$ cat config.mk
export PLATFORM = sky130hd
export DESIGN_NAME = irrigation_scheduler_flat
export DESIGN_NICKNAME = d
export VERILOG_FILES = /design/src/rtl/irrigation_scheduler_if.sv /design/src/rtl/irrigation_scheduler.sv /design/src/flat_wrapper.sv
export SDC_FILE = /design/constraint.sdc
export NUM_CORES = 1
export LEC_CHECK = 0
export ABC_AREA = 1
export CELL_PAD_IN_SITES_DETAIL_PLACEMENT = 2
export CELL_PAD_IN_SITES_GLOBAL_PLACEMENT = 2
export CORE_MARGIN = 4
export CORE_UTILIZATION = 31
export CTS_CLUSTER_SIZE = 10
export DETAILED_ROUTE_END_ITERATION = 12
export GPL_TIMING_DRIVEN = 0
export PLACE_DENSITY = 0.82
export SLEW_MARGIN = 25
export SYNTH_ARGS = -nofsm -noshare
export SYNTH_HDL_FRONTEND = slang
export SYNTH_SLANG_ARGS = --single-unit
$ cat constraint.sdc
create_clock -name clk -period 1.6 [get_ports clk]
set_input_delay 0.16 -clock clk [delete_from_list [all_inputs] [get_ports clk]]
set_output_delay 0.16 -clock clk [all_outputs]
set_load 0.01 [all_outputs]
$ cat src/rtl/irrigation_scheduler_if.sv
// irrigation_scheduler_if: sensor inputs and actuator/status outputs of the irrigation scheduler
interface irrigation_scheduler_if #(parameter int N_ZONES = 4);
  localparam int ZW = N_ZONES > 1 ? $clog2(N_ZONES) : 1;
  logic tick;
  logic lvl_h;
  logic lvl_m;
  logic lvl_l;
  logic [N_ZONES-1:0] soil_dry;
  logic air_dry;
  logic temp_high;
  logic valve_in;
  logic [N_ZONES-1:0] sprinkler;
  logic [N_ZONES-1:0] drip;
  logic [ZW-1:0] zone_idx;
  logic busy;
  logic done;
  logic alarm;
  logic error;
  modport master (
    output tick, lvl_h, lvl_m, lvl_l, soil_dry, air_dry, temp_high,
    input valve_in, sprinkler, drip, zone_idx, busy, done, alarm, error
  );
  modport slave (
    input tick, lvl_h, lvl_m, lvl_l, soil_dry, air_dry, temp_high,
    output valve_in, sprinkler, drip, zone_idx, busy, done, alarm, error
  );
endinterface

$ cat src/rtl/irrigation_scheduler.sv
// irrigation_scheduler: level debounce, inlet hysteresis and timed round-robin zone watering
module irrigation_scheduler #(
  parameter int N_ZONES = 4,
  parameter int DEB_TICKS = 3,
  parameter int SPR_TICKS = 10,
  parameter int DRIP_TICKS = 20,
  parameter int SETTLE_TICKS = 2
) (
  input logic clk,
  input logic rst,
  irrigation_scheduler_if.slave bus
);
  localparam int ZW = N_ZONES > 1 ? $clog2(N_ZONES) : 1;
  localparam int M1 = SPR_TICKS > DRIP_TICKS ? SPR_TICKS : DRIP_TICKS;
  localparam int M2 = SETTLE_TICKS > DEB_TICKS ? SETTLE_TICKS : DEB_TICKS;
  localparam int CW = $clog2((M1 > M2 ? M1 : M2) + 1);
  typedef enum logic [1:0] {IDLE, WATER, SETTLE} state_t;
  state_t state, state_n;
  logic [2:0] raw, filt;
  logic [2:0][CW-1:0] dcnt;
  logic [CW-1:0] cnt;
  logic [ZW-1:0] ptr, zone, sel, zone_n;
  logic mode, mode_n, hit, ld, fin, err_c;
  logic [N_ZONES-1:0] spr_n, drip_n;
  assign raw = {bus.lvl_h, bus.lvl_m, bus.lvl_l};
  assign err_c = (filt[1] & ~filt[0]) | (filt[2] & ~filt[1]);
  assign ld = state == IDLE && state_n == WATER;
  assign fin = state == WATER && state_n == SETTLE;
  assign bus.zone_idx = zone;
  // a filtered level bit follows its raw sensor only after DEB_TICKS consecutive differing ticks
  always_ff @(posedge clk) begin
    if (rst) begin
      filt <= '0;
      dcnt <= '0;
    end else if (bus.tick) begin
      for (int i = 0; i < 3; i++) begin
        if (raw[i] == filt[i]) dcnt[i] <= '0;
        else if (dcnt[i] == CW'(DEB_TICKS - 1)) begin
          filt[i] <= raw[i];
          dcnt[i] <= '0;
        end else dcnt[i] <= dcnt[i] + CW'(1);
      end
    end
  end
  // tank status: inconsistency error, alarm, and inlet valve with hysteresis (clear wins)
  always_ff @(posedge clk) begin
    if (rst) begin
      bus.error <= 1'b0;
      bus.alarm <= 1'b0;
      bus.valve_in <= 1'b0;
    end else begin
      bus.error <= err_c;
      bus.alarm <= err_c | ~filt[0];
      bus.valve_in <= (filt[2] | err_c) ? 1'b0 : ~filt[1] | bus.valve_in;
    end
  end
  // first dry zone after the round-robin pointer, the pointer itself checked last
  always_comb begin
    hit = 1'b0;
    sel = ptr;
    for (int k = N_ZONES; k >= 1; k--)
      if (bus.soil_dry[ZW'((int'(ptr) + k) % N_ZONES)]) begin
        hit = 1'b1;
        sel = ZW'((int'(ptr) + k) % N_ZONES);
      end
  end
  // scheduler state, latched zone/mode, shared tick counter and round-robin pointer
  always_ff @(posedge clk) begin
    if (rst) begin
      state <= IDLE;
      cnt <= '0;
      ptr <= ZW'(N_ZONES - 1);
      zone <= '0;
      mode <= 1'b0;
    end else begin
      state <= state_n;
      zone <= zone_n;
      mode <= mode_n;
      if (ld) cnt <= mode_n ? CW'(DRIP_TICKS) : CW'(SPR_TICKS);
      else if (fin) begin
        cnt <= CW'(SETTLE_TICKS);
        ptr <= zone;
      end else if (bus.tick && cnt != '0) cnt <= cnt - CW'(1);
    end
  end
  // next state: alarm aborts any activity; watering ends on expiry or when the zone is no longer dry
  always_comb begin
    state_n = state;
    if (state != IDLE && bus.alarm) state_n = IDLE;
    else if (state == IDLE) state_n = bus.tick && !bus.alarm && hit ? WATER : IDLE;
    else if (state == WATER) state_n = bus.tick && (cnt == CW'(1) || !bus.soil_dry[zone]) ? SETTLE : WATER;
    else state_n = cnt == '0 || (bus.tick && cnt == CW'(1)) ? IDLE : SETTLE;
  end
  // outputs follow the next state so the actuators are off in every non-WATER state
  always_comb begin
    zone_n = ld ? sel : zone;
    mode_n = ld ? bus.air_dry & bus.temp_high : mode;
    spr_n = state_n == WATER && !mode_n ? N_ZONES'(1) << zone_n : '0;
    drip_n = state_n == WATER && mode_n ? N_ZONES'(1) << zone_n : '0;
  end
  // registered actuator and status outputs
  always_ff @(posedge clk) begin
    if (rst) begin
      bus.sprinkler <= '0;
      bus.drip <= '0;
      bus.busy <= 1'b0;
      bus.done <= 1'b0;
    end else begin
      bus.sprinkler <= spr_n;
      bus.drip <= drip_n;
      bus.busy <= state_n != IDLE;
      bus.done <= fin;
    end
  end
endmodule

$ cat src/flat_wrapper.sv
// flat-port wrapper written by rule: the top's interface ports become plain ports
module irrigation_scheduler_flat 
#(
  parameter int N_ZONES = 4,
  parameter int DEB_TICKS = 3,
  parameter int SPR_TICKS = 10,
  parameter int DRIP_TICKS = 20,
  parameter int SETTLE_TICKS = 2
)
  (clk, rst, bus_tick, bus_lvl_h, bus_lvl_m, bus_lvl_l, bus_soil_dry, bus_air_dry, bus_temp_high, bus_valve_in, bus_sprinkler, bus_drip, bus_zone_idx, bus_busy, bus_done, bus_alarm, bus_error);
  irrigation_scheduler_if #(.N_ZONES(N_ZONES)) bus_i ();
  input logic clk;
  input logic rst;
  input wire logic [$bits(bus_i.tick)-1:0] bus_tick;
  input wire logic [$bits(bus_i.lvl_h)-1:0] bus_lvl_h;
  input wire logic [$bits(bus_i.lvl_m)-1:0] bus_lvl_m;
  input wire logic [$bits(bus_i.lvl_l)-1:0] bus_lvl_l;
  input wire logic [$bits(bus_i.soil_dry)-1:0] bus_soil_dry;
  input wire logic [$bits(bus_i.air_dry)-1:0] bus_air_dry;
  input wire logic [$bits(bus_i.temp_high)-1:0] bus_temp_high;
  output wire logic [$bits(bus_i.valve_in)-1:0] bus_valve_in;
  output wire logic [$bits(bus_i.sprinkler)-1:0] bus_sprinkler;
  output wire logic [$bits(bus_i.drip)-1:0] bus_drip;
  output wire logic [$bits(bus_i.zone_idx)-1:0] bus_zone_idx;
  output wire logic [$bits(bus_i.busy)-1:0] bus_busy;
  output wire logic [$bits(bus_i.done)-1:0] bus_done;
  output wire logic [$bits(bus_i.alarm)-1:0] bus_alarm;
  output wire logic [$bits(bus_i.error)-1:0] bus_error;
  assign bus_i.tick = bus_tick;
  assign bus_i.lvl_h = bus_lvl_h;
  assign bus_i.lvl_m = bus_lvl_m;
  assign bus_i.lvl_l = bus_lvl_l;
  assign bus_i.soil_dry = bus_soil_dry;
  assign bus_i.air_dry = bus_air_dry;
  assign bus_i.temp_high = bus_temp_high;
  assign bus_valve_in = bus_i.valve_in;
  assign bus_sprinkler = bus_i.sprinkler;
  assign bus_drip = bus_i.drip;
  assign bus_zone_idx = bus_i.zone_idx;
  assign bus_busy = bus_i.busy;
  assign bus_done = bus_i.done;
  assign bus_alarm = bus_i.alarm;
  assign bus_error = bus_i.error;
  irrigation_scheduler #(.N_ZONES(N_ZONES), .DEB_TICKS(DEB_TICKS), .SPR_TICKS(SPR_TICKS), .DRIP_TICKS(DRIP_TICKS), .SETTLE_TICKS(SETTLE_TICKS)) u_core (.clk(clk), .rst(rst), .bus(bus_i));
endmodule
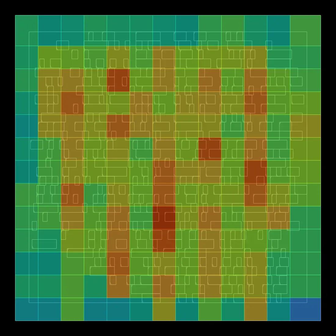
Figure 1: run 1, routing congestion.
Total Routing Usage GR: 0.164
grt peak-use layer: met2
Wirelength per Cell: 15.9 µm

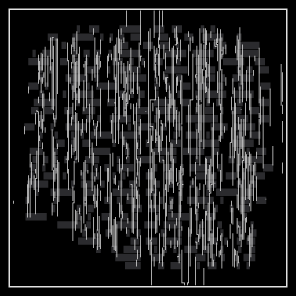
Figure 2: run 1, M2 wires.
Scale: 3 px per µm.
nets with wire on the layer: 353
main direction: vertical
longest straight run: 37.1 µm
wire length on this layer: 3,870 µm
share of all routed wire: 54%
met2 Use GR: 0.325
routed wire length: 7180 µm
vias: 2,193

==> results.py, run 1 <==
# Physical implementation metrics
metrics = {
    "grt": {
        "gr-usage-met1": 0.181,
        "grt_max_degree": 15,
        "grt_antenna_before_repair": 0,
        "first_global_vias": 2387,
        "grt_pass1_wl_um": 11200,
        "use_met3": 0.0304,
    },
    "final_layout": {
        "nMultiInputCombCells": 226,
        "drive_gt1_frac": 0.268,
        "fillerInstances": 788,
        "seq_share": 0.287,
        "buffers_excl_clock": 43,
    },
    "critical_path": {
        "reg2reg_slack_ns": 0.009,
        "cp.depth": 12,
        "critPathCapture": "u_core.bus.drip[2]$_SDFF_PP0_",
        "worstPathArrival_ns": 1.83,
        "critPathSlowestCell": "dfxtp_4",
        "crit_chain": "buf_8 > nand2_2 > nand3_1 > nand2_1 > inv_1 > nand2_1 > nand2_1 > nand2_1 > nand3_2 > nand2_2 > nand2_2 > nor2_2",
        "rr_worst_depth": 12,
        "cp-startpoint": "u_core.ptr[0]$_SDFFE_PP1P_",
    },
    "synth": {
        "async_flop_share": 0,
        "ys_warn_count": 0,
        "syn_inst": 310,
        "netlist_area_um2": 2190,
        "yosys-mux-area-fraction": 0,
        "synth-edff-count": 0,
        "yosysTopAreaCellShare": 0.393,
        "synthFlopType": "dfxtp_1",
        "synthDistinctLibCells": 29,
        "synth_seq_share": 0.393,
    },
    "floorplanning": {
        "dieArea_um2": 8470,
        "die_x_um": 92.0,
    },
    "min_path": {
        "worstHoldStart": "rst",
        "hold_class": "input pin to flop",
        "hold_end": "u_core.dcnt[6]$_SDFFE_PP0P_",
    },
    "final_timing": {
        "setup_slack_ns": 0.00946,
        "fin_worst_skew_ns": 0.0133,
        "finalHoldViolations": 0,
    },
    "pwr": {
        "p_per_area_nw_per_um2": 947,
        "seqPwrFrac": 0.422,
        "p_comb_mw": 0.785,
        "p_leak_nw": 1.26,
        "ir_worst_vdd_mv": 0.382,
        "switching_share": 0.331,
        "pwr-share-comb": 0.273,
        "p_int_mw": 1.92,
        "switching_power_mw": 0.950,
    },
    "placed_design": {
        "placed_area_um2": 2560,
        "dpl.cell_count": 431,
        "place_congestion": 0.790,
    },
    "route": {
        "drt_iter0_drc": 67,
    },
    "outcome": {
        "status": "finished, final reports clean",
    },
    "cts": {
        "root_buffer": "clkbuf_8",
        "cts_buffers": 5,
    },
}
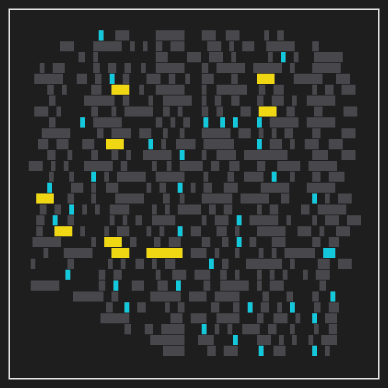
Figure 3: run 1, logic cells by family.
Scale: 4 px per µm.
| color | family | cells | most used |
|---|---|---|---|
| yellow | fa/ha/maj cells | 9 | ha_1 |
| cyan | inv cells | 35 | inv_1 |

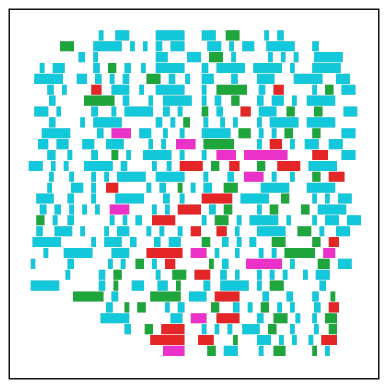
Figure 4: run 1, sizing map.
Scale: 4 px per µm.
| color | size | cells | most used |
|---|---|---|---|
| green | x2 | 58 | nand2_2 |
| red | x3 and x4 | 26 | buf_4 |
| cyan | x1 and smaller | 260 | nand2_1 |
| magenta | x6 and larger | 11 | clkbuf_8 |

==> run 1 -> run 2 <==
--- a/config.mk
+++ b/config.mk
@@ -14,7 +14,7 @@
 export DETAILED_ROUTE_END_ITERATION = 12
 export GPL_TIMING_DRIVEN = 0
 export PLACE_DENSITY = 0.82
-export SLEW_MARGIN = 25
+export SLEW_MARGIN = 10
 export SYNTH_ARGS = -nofsm -noshare
 export SYNTH_HDL_FRONTEND = slang
 export SYNTH_SLANG_ARGS = --single-unit
==> run 2 against run 1 <==
Sequential share of layout area stayed put; sequential power hardly changed; global-route usage stayed put; largest cell class unchanged; area after synthesis stayed put.
==> results.py, run 2 <==
# Physical implementation metrics
metrics = {
    "pwr": {
        "clock_power_share": 0.305,
        "p_leak_nw": 1.26,
        "p_int_mw": 1.92,
        "p_per_area_nw_per_um2": 947,
        "switching_share": 0.331,
        "seqPwrFrac": 0.422,
        "pwr-share-comb": 0.273,
        "p_comb_mw": 0.785,
    },
    "min_path": {
        "worstHoldStart": "rst",
        "hold_end": "u_core.dcnt[6]$_SDFFE_PP0P_",
        "hold_class": "input pin to flop",
    },
    "placed_design": {
        "dpl.cell_count": 431,
        "placed_area_um2": 2560,
        "place_congestion": 0.790,
    },
    "outcome": {
        "status": "finished, final reports clean",
    },
    "floorplanning": {
        "io_pins": 27,
        "dieArea_um2": 8470,
        "die_x_um": 92.0,
    },
    "critical_path": {
        "reg2reg_slack_ns": 0.009,
        "worstPathArrival_ns": 1.83,
        "cp.depth": 12,
        "rr_worst_depth": 12,
        "critPathCapture": "u_core.bus.drip[2]$_SDFF_PP0_",
        "cp-startpoint": "u_core.ptr[0]$_SDFFE_PP1P_",
        "cpPeakStageDelay_ns": 0.38,
        "crit_chain": "buf_8 > nand2_2 > nand3_1 > nand2_1 > inv_1 > nand2_1 > nand2_1 > nand2_1 > nand3_2 > nand2_2 > nand2_2 > nor2_2",
        "critPathSlowestCell": "dfxtp_4",
        "cp_common_cell": "nand2_1",
    },
    "final_layout": {
        "fillerInstances": 788,
        "nMultiInputCombCells": 226,
        "buffers_excl_clock": 43,
        "drive_gt1_frac": 0.268,
        "logic_area_um2": 1390,
        "seq_share": 0.287,
    },
    "grt": {
        "grt_pass1_wl_um": 11200,
        "grt_antenna_before_repair": 0,
        "gr-usage-met1": 0.181,
        "grt_max_degree": 15,
        "use_met3": 0.0304,
        "track_usage": 0.164,
        "use_met2": 0.325,
        "first_global_vias": 2387,
        "top_usage_layer": "met2",
    },
    "synth": {
        "synthFlopType": "dfxtp_1",
        "synth_seq_share": 0.393,
        "netlist_area_um2": 2190,
        "synth-edff-count": 0,
        "ys_sh_simple": 0.311,
        "yosysTopAreaCellShare": 0.393,
        "synthDistinctLibCells": 29,
        "ys_warn_count": 0,
        "yosys-mux-area-fraction": 0,
        "async_flop_share": 0,
        "syn_inst": 310,
    },
    "cts": {
        "cts_buffers": 5,
        "cts_num_sinks": 43,
        "root_buffer": "clkbuf_8",
    },
    "final_timing": {
        "fin_worst_skew_ns": 0.0133,
        "setup_slack_ns": 0.00946,
    },
    "route": {
        "wl_per_cell_um": 15.9,
        "drt_wl_total_um": 7180,
        "vias": 2193,
    },
}
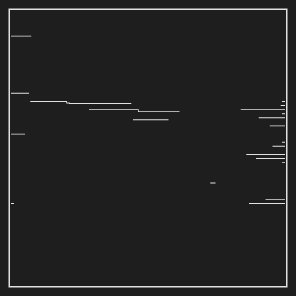
Figure 5: run 2, the metal 3 layer.
Scale: 3 px per µm.
nets with wire on the layer: 20
share of all routed wire: 2.4%

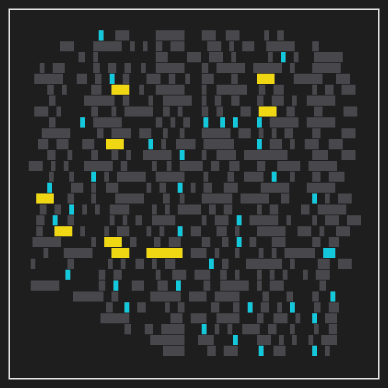
Figure 6: run 2, logic cells by family.
Scale: 4 px per µm.
| color | family | cells | most used |
|---|---|---|---|
| cyan | inv cells | 35 | inv_1 |
| yellow | fa/ha/maj cells | 9 | ha_1 |
Finished Layout Cells: 451
combinational share of cell area: 0.458
Commonest Layout Cell: nand2_1

==> run 2 -> run 3 <==
--- a/config.mk
+++ b/config.mk
@@ -6,6 +6,7 @@
 export NUM_CORES = 1
 export LEC_CHECK = 0
 export ABC_AREA = 1
+export ABC_CLOCK_PERIOD_IN_PS = 1500
 export CELL_PAD_IN_SITES_DETAIL_PLACEMENT = 2
 export CELL_PAD_IN_SITES_GLOBAL_PLACEMENT = 2
 export CORE_MARGIN = 4
==> constraint.sdc (replaced) <==
create_clock -name clk -period 1.5 [get_ports clk]
set_input_delay 0.15 -clock clk [delete_from_list [all_inputs] [get_ports clk]]
set_output_delay 0.15 -clock clk [all_outputs]
set_load 0.01 [all_outputs]
==> run 3 against run 2 <==
The flow now finishes with violations (negative setup slack); hold slack gained 0.013 ns; core utilization grew 1.9 points; sequential cell count is the same; register-to-register slack lost 0.16 ns; total power grew 11%; clock skew shrank 0.0057 ns; die size is the same; highest routed layer unchanged.
==> results.py, run 3 <==
# Physical implementation metrics
metrics = {
    "outcome": {
        "status": "finished with violations",
        "violations": "negative setup slack",
    },
    "cts": {
        "cts_num_sinks": 43,
        "cts_buffers": 5,
        "holdBufCountCts": 0,
        "cts_setup_buffers": 12,
        "root_buffer": "clkbuf_8",
        "ctsLongestPathBuffers": 2,
        "cts_resized": 65,
        "htree_num_levels": 2,
    },
    "grt": {
        "grt_pass1_wl_um": 12200,
        "first_global_vias": 2532,
        "track_usage": 0.180,
        "use_met3": 0.0328,
        "grt_max_degree": 15,
        "top_usage_layer": "met2",
        "grt_antenna_before_repair": 0,
    },
    "min_path": {
        "hold_class": "input pin to flop",
        "worstHoldStart": "rst",
        "hold_end": "u_core.dcnt[6]$_SDFFE_PP0P_",
        "hold_depth": 2,
    },
    "pwr": {
        "ir_worst_vdd_mv": 0.643,
        "clk-power_mw": 0.961,
        "p_int_mw": 2.09,
        "p_leak_nw": 1.29,
        "pwr-share-comb": 0.296,
        "p_comb_mw": 0.947,
        "switching_share": 0.345,
        "switching_power_mw": 1.10,
        "p_per_area_nw_per_um2": 1010,
        "seqPwrFrac": 0.403,
        "clock_power_share": 0.300,
    },
    "synth": {
        "ys_sh_simple": 0.311,
        "syn_inst": 310,
        "yosys-mux-area-fraction": 0,
        "synth_seq_share": 0.393,
        "xor_share": 0.0480,
        "ys_warn_count": 0,
        "avgSynthCellArea_um2": 7.06,
        "async_flop_share": 0,
        "yosysTopAreaCellShare": 0.393,
        "synth-edff-count": 0,
        "synthDistinctLibCells": 29,
        "synthFlopType": "dfxtp_1",
        "netlist_area_um2": 2190,
        "ys_ff": 43,
    },
    "critical_path": {
        "required_ns": 1.72,
        "cpPeakStageDelay_ns": 0.39,
        "cp.depth": 8,
        "cp-startpoint": "u_core.bus.zone_idx[0]$_SDFF_PP0_",
        "critPathSlowestCell": "dfxtp_2",
        "reg2reg_slack_ns": -0.15,
        "rr_worst_depth": 8,
        "cp_common_cell": "nand2_1",
        "critPathCapture": "u_core.cnt[2]$_SDFFE_PP0P_",
        "worstPathArrival_ns": 1.88,
        "r2r-end": "u_core.cnt[2]$_SDFFE_PP0P_",
        "crit_chain": "inv_1 > nand2_1 > nand3_1 > nand3_2 > nand4_4 > a21oi_4 > nand2_1 > a21oi_1",
        "start_kind": "flop",
    },
    "final_timing": {
        "hold_ws_ns": 0.299,
        "slew_headroom": 0.612,
        "setup_slack_ns": -0.154,
        "fin_worst_skew_ns": 0.00766,
        "setup_viol": 14,
        "slew_viol_final": 0,
    },
    "final_layout": {
        "largest_reg_flops": 15,
        "design.seq.count": 43,
        "seq_share": 0.276,
        "nMultiInputCombCells": 226,
        "clk_share": 0.0356,
        "drive_gt1_frac": 0.325,
        "finalNonFillerCells": 459,
        "final_core_util": 0.463,
        "comb_share": 0.467,
        "reg_top3": "u_core.dcnt: 15 flops, u_core.cnt: 5 flops",
        "lay_top_count": "nand2_1",
        "logic_area_um2": 1480,
        "fillerInstances": 802,
    },
    "floorplanning": {
        "dieArea_um2": 8470,
        "io_pins": 27,
        "initial_core_util": 0.320,
        "die_h_um": 92.0,
        "die_x_um": 92.0,
    },
    "route": {
        "vias": 2294,
        "drt_wl_total_um": 8610,
        "drc_errors": 0,
        "dr.pass1.iters": 3,
    },
    "placed_design": {
        "dpl.cell_count": 431,
        "place_congestion": 0.790,
        "placed_area_um2": 2560,
    },
}
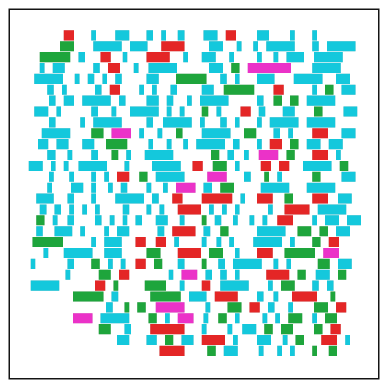
Figure 7: run 3, sizing map.
Scale: 4 px per µm.
| color | size | cells | most used |
|---|---|---|---|
| magenta | x6 and larger | 10 | clkbuf_8 |
| red | x3 and x4 | 43 | buf_4 |
| cyan | x1 and smaller | 245 | nand2_1 |
| green | x2 | 65 | nand2_2 |
Final Worst Setup Slack: -0.154 ns
Non-Filler Cell Area, Final: 3160 µm²
count of non-CTS buffers in the layout: 51
synthesis-to-layout area growth: 44.6%

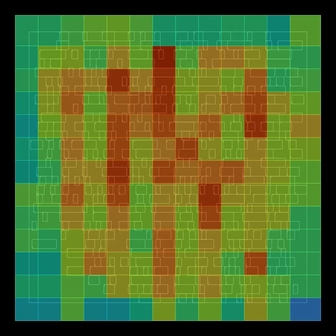
Figure 8: run 3, routing congestion.
Wirelength per Cell: 18.8 µm
GR Layer Usage met1: 0.195
met2 Use GR: 0.358

Power and IR drop assume default switching activity.
